## src/rtl/tracking_iq_reader.sv

```systemverilog
// tracking_iq_reader: drains packed I/Q words from a show-ahead FIFO and serialises them field-by-field.
// Define TRACKING_IQ_READER_HEADER_EN to prefix each word with a {2'b10, word_count} header beat.
module tracking_iq_reader #(
  parameter int WIDTH       = 108,
  parameter int FIELD_WIDTH = 18,
  parameter int NUM_FIELDS  = 6,
  parameter int COUNT_WIDTH = 16
) (
  input  logic                   clock,
  input  logic                   reset,
  input  logic                   fifo_empty,
  input  logic [WIDTH-1:0]       fifo_q,
  output logic                   fifo_rdreq,
  output logic                   out_valid,
  input  logic                   out_ready,
  output logic [FIELD_WIDTH-1:0] out_data,
  output logic                   out_first,
  output logic                   out_last,
  output logic                   busy,
  output logic [COUNT_WIDTH-1:0] word_count
);
`ifdef TRACKING_IQ_READER_HEADER_EN
  localparam int NB = NUM_FIELDS + 1;
  localparam int SW = WIDTH + FIELD_WIDTH;
`else
  localparam int NB = NUM_FIELDS;
  localparam int SW = WIDTH;
`endif
  localparam int IW = $clog2(NB);

  typedef enum logic {IDLE, SEND} state_t;

  state_t                 state_q, state_d;
  logic [SW-1:0]          sr_q, sr_d, load;
  logic [IW-1:0]          idx_q, idx_d;
  logic [COUNT_WIDTH-1:0] cnt_q, cnt_d, cnt_inc;
  logic                   accept, last;

  assign cnt_inc = cnt_q + 1'b1;

`ifdef TRACKING_IQ_READER_HEADER_EN
  // Header sits in the low field so it shifts out ahead of field 0.
  logic [FIELD_WIDTH-3:0] hdr_cnt;
  if (FIELD_WIDTH - 2 > COUNT_WIDTH) begin : g_pad
    assign hdr_cnt = {{(FIELD_WIDTH-2-COUNT_WIDTH){1'b0}}, cnt_inc};
  end else begin : g_trunc
    assign hdr_cnt = cnt_inc[FIELD_WIDTH-3:0];
  end
  assign load = {fifo_q, 2'b10, hdr_cnt};
`else
  assign load = fifo_q;
`endif

  assign out_valid  = state_q == SEND;
  assign busy       = state_q != IDLE;
  assign last       = idx_q == IW'(NB-1);
  assign accept     = out_valid && out_ready;
  assign out_data   = sr_q[FIELD_WIDTH-1:0];
  assign out_first  = out_valid && idx_q == '0;
  assign out_last   = out_valid && last;
  assign word_count = cnt_q;
  assign fifo_rdreq = !reset && !fifo_empty && (state_q == IDLE || (accept && last));

  always_comb begin
    state_d = fifo_rdreq ? SEND : (accept && last) ? IDLE : state_q;
    sr_d    = fifo_rdreq ? load : (accept && !last) ? sr_q >> FIELD_WIDTH : sr_q;
    idx_d   = fifo_rdreq ? '0 : (accept && !last) ? idx_q + 1'b1 : idx_q;
    cnt_d   = fifo_rdreq ? cnt_inc : cnt_q;
  end

  always_ff @(posedge clock) begin
    if (reset) begin
      state_q <= IDLE;
      sr_q    <= '0;
      idx_q   <= '0;
      cnt_q   <= '0;
    end else begin
      state_q <= state_d;
      sr_q    <= sr_d;
      idx_q   <= idx_d;
      cnt_q   <= cnt_d;
    end
  end
endmodule
```

## config.mk

```make
export PLATFORM = sky130hd
export DESIGN_NAME = tracking_iq_reader
export DESIGN_NICKNAME = d
export VERILOG_FILES = /design/src/rtl/tracking_iq_reader.sv
export SDC_FILE = /design/constraint.sdc
export NUM_CORES = 1
export LEC_CHECK = 0
export CELL_PAD_IN_SITES_DETAIL_PLACEMENT = 2
export CELL_PAD_IN_SITES_GLOBAL_PLACEMENT = 2
export CORE_ASPECT_RATIO = 0.8
export CORE_MARGIN = 3
export CORE_UTILIZATION = 35
export DETAILED_ROUTE_END_ITERATION = 8
export DONT_BUFFER_PORTS = 1
export GPL_ROUTABILITY_DRIVEN = 0
export PLACE_DENSITY_LB_ADDON = 0.05
export SLEW_MARGIN = 20
export SYNTH_ARGS = -nofsm -noshare
export SYNTH_HDL_FRONTEND = slang
export SYNTH_SLANG_ARGS = --single-unit
```

## constraint.sdc

```tcl
create_clock -name clock -period 3.47 [get_ports clock]
set_input_delay 1.041 -clock clock [delete_from_list [all_inputs] [get_ports clock]]
set_output_delay 1.041 -clock clock [all_outputs]
set_load 0.02 [all_outputs]
```

==> images/clock_map.png <==
The bar under the picture is 50 microns long.
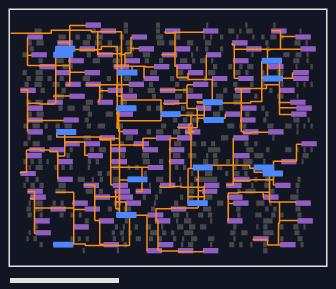
[purple] flip-flops | count: 128
[blue] cells driving clock nets | count: 17
[orange] clock wires | length: 1850 microns
routed clock nets: 18

==> images/final_placement.png <==
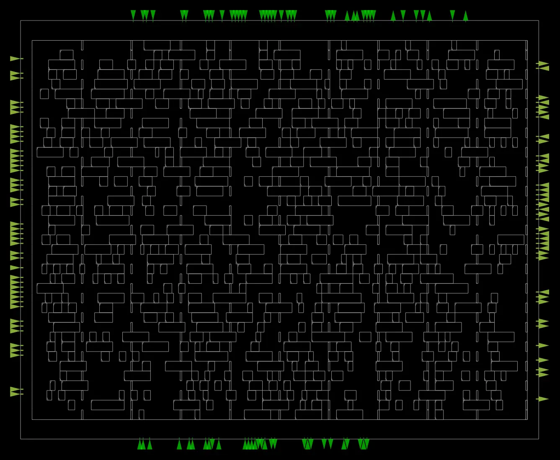
Row Count: 39
Seq/total area: 43.6%
TAP cells: 205
core area: 0.0147 sq mm

==> images/cell_classes.png <==
The bar under the picture is 50 microns long.
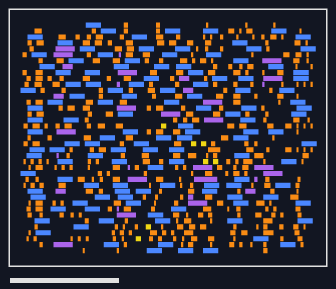
| colour | class | cells |
|---|---|---|
| purple | clock drivers and dummy loads | 32 |
| yellow | other buffers and delay cells | 7 |
| blue | flip-flops | 128 |
| orange | all other logic | 362 |
post-route cell area: 0.00588 sq mm
Util after Layout: 40.0%

==> images/gate_families.png <==
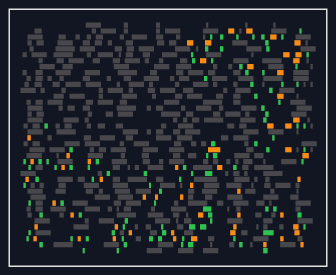
| colour | family | cells | most used | where |
|---|---|---|---|---|
| orange | inverting AOI/OAI gates | 55 | a21oi_1 | spread over the die |
| green | NAND gates | 98 | nand2_1 | spread over the die |

==> images/met2.png <==
Cells faint in the background.
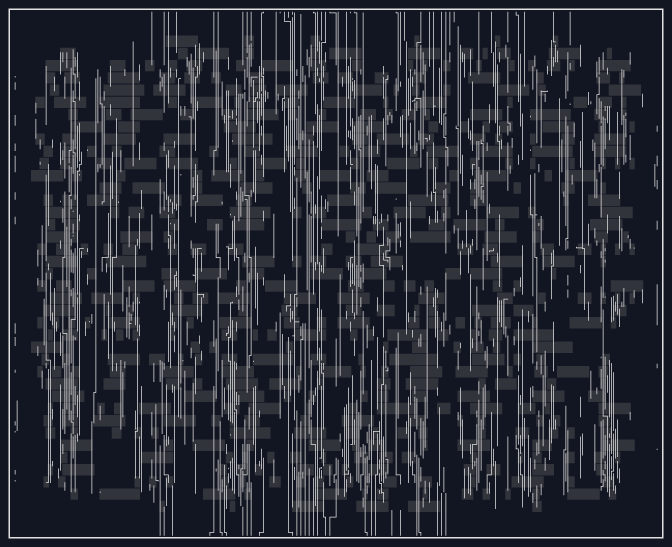
share of all routed wire: 47%
main direction: vertical
nets with wire on the layer: 569
wire length on this layer: 7660 microns
longest straight run: 75.1 microns
met2 track demand over resource: 31.7%
Vias: 4146
WL final: 16400 microns

==> kinds of logic after synthesis <==
kind of cell	Yosys count	synth area share (%)
DFF	128	47.5
xor gates and xnor gates	6	0.973
buffers and inverters	70	8.00
AOI/OAI and AO/OA	130	20.6
adders and majority gates	4	0.927
muxes	5	0.973
and+or+nand+nor	213	21.1
==> critical path, stage by stage, from the launching register on <==
cell,delay [ns]
dfxtp_1,0.32
inv_1,0.10
ha_1,0.24
nand3_2,0.17
a211o_2,0.40
clkinv_2,0.10
==> per-stage QoR <==
stage	util (%)	hold WS, ns	cell area [sq um]
6_report	40.0	0.464	5880
5_1_grt	40.0	0.482	5880
2_1_floorplan	-	0.448	5400
3_3_place_gp	36.1	0.452	5300
4_1_cts	40.0	0.466	5880
3_5_place_dp	36.1	0.459	5300
==> results.cfg <==
; flow metrics
[routing]
via_per_inst = 5.63
ant_nets = 0
wl_met2_microns = 7660
first_pass_iters = 4
wl_per_cell_microns = 22.2

[power]
pg_seq_w = 0.00163
power_leader = the clock network
ir_worst_vdd_v = 0.000369
power_w = 0.00356

[clocking]
cts_setup_buffers = 0
cts.path.max_buffers = 2
ctsResizeCount = 0
clock_sinks = 128

[synthesis]
syn_inst = 556
async_reset_ff_share_pct = 0
fp_nets = 672
syn-cell-area_sq_mm = 0.00540
yosys-top-cells-count = dfxtp_1 (128), a221o_1 (72), and2_1 (72), nand2_1 (44), nand3_1 (40)
ys_seq_share_pct = 47.5
edf_count = 0
top_area_cell = dfxtp_1
syn_area_per_cell_sq_um = 9.71

[worst_setup_path]
worst_r2r_path_depth = 5
crit_path_start_kind = flip-flop
worstSetupEndpoint = fifo_rdreq
crit_path_end_kind = primary output
r2r_slack_ns = 0.81
setup.worst_path.start = idx_q[1]
r2r_end = sr_q[69]

[global_routing]
busiest_layer = met2
antenna_found_initial = 8
gr-usage-met3_pct = 8.08
grt_overflow = 0

[flow_run]
tool_warnings = 28

[floorplan]
die-width_microns = 145

[place]
dp.cells = 702
port_buffers = 0

[final_timing]
clock_skew_ns = 0.00573
tightest_slew_ns = 0.829
min_period_ns = 2.80
setup-tns-final_ns = 0
rsz0062_at_grt = false

[finish]
inverters = 4
flops = 128
regMostFlops = sr_q
combGateArea_sq_mm = 0.00241
layoutNonFillerInstCount = 736
clkCellAreaFrac_pct = 9.77
regArea_sq_mm = 0.00256
largest_cell_class = flip-flops and latches
layout_top_cell = dfxtp_1
lay_top_cells = dfxtp_1 (128), and2_1 (72), a221o_1 (72)
comb.multi_input.count = 358

[outcome]
status = completed
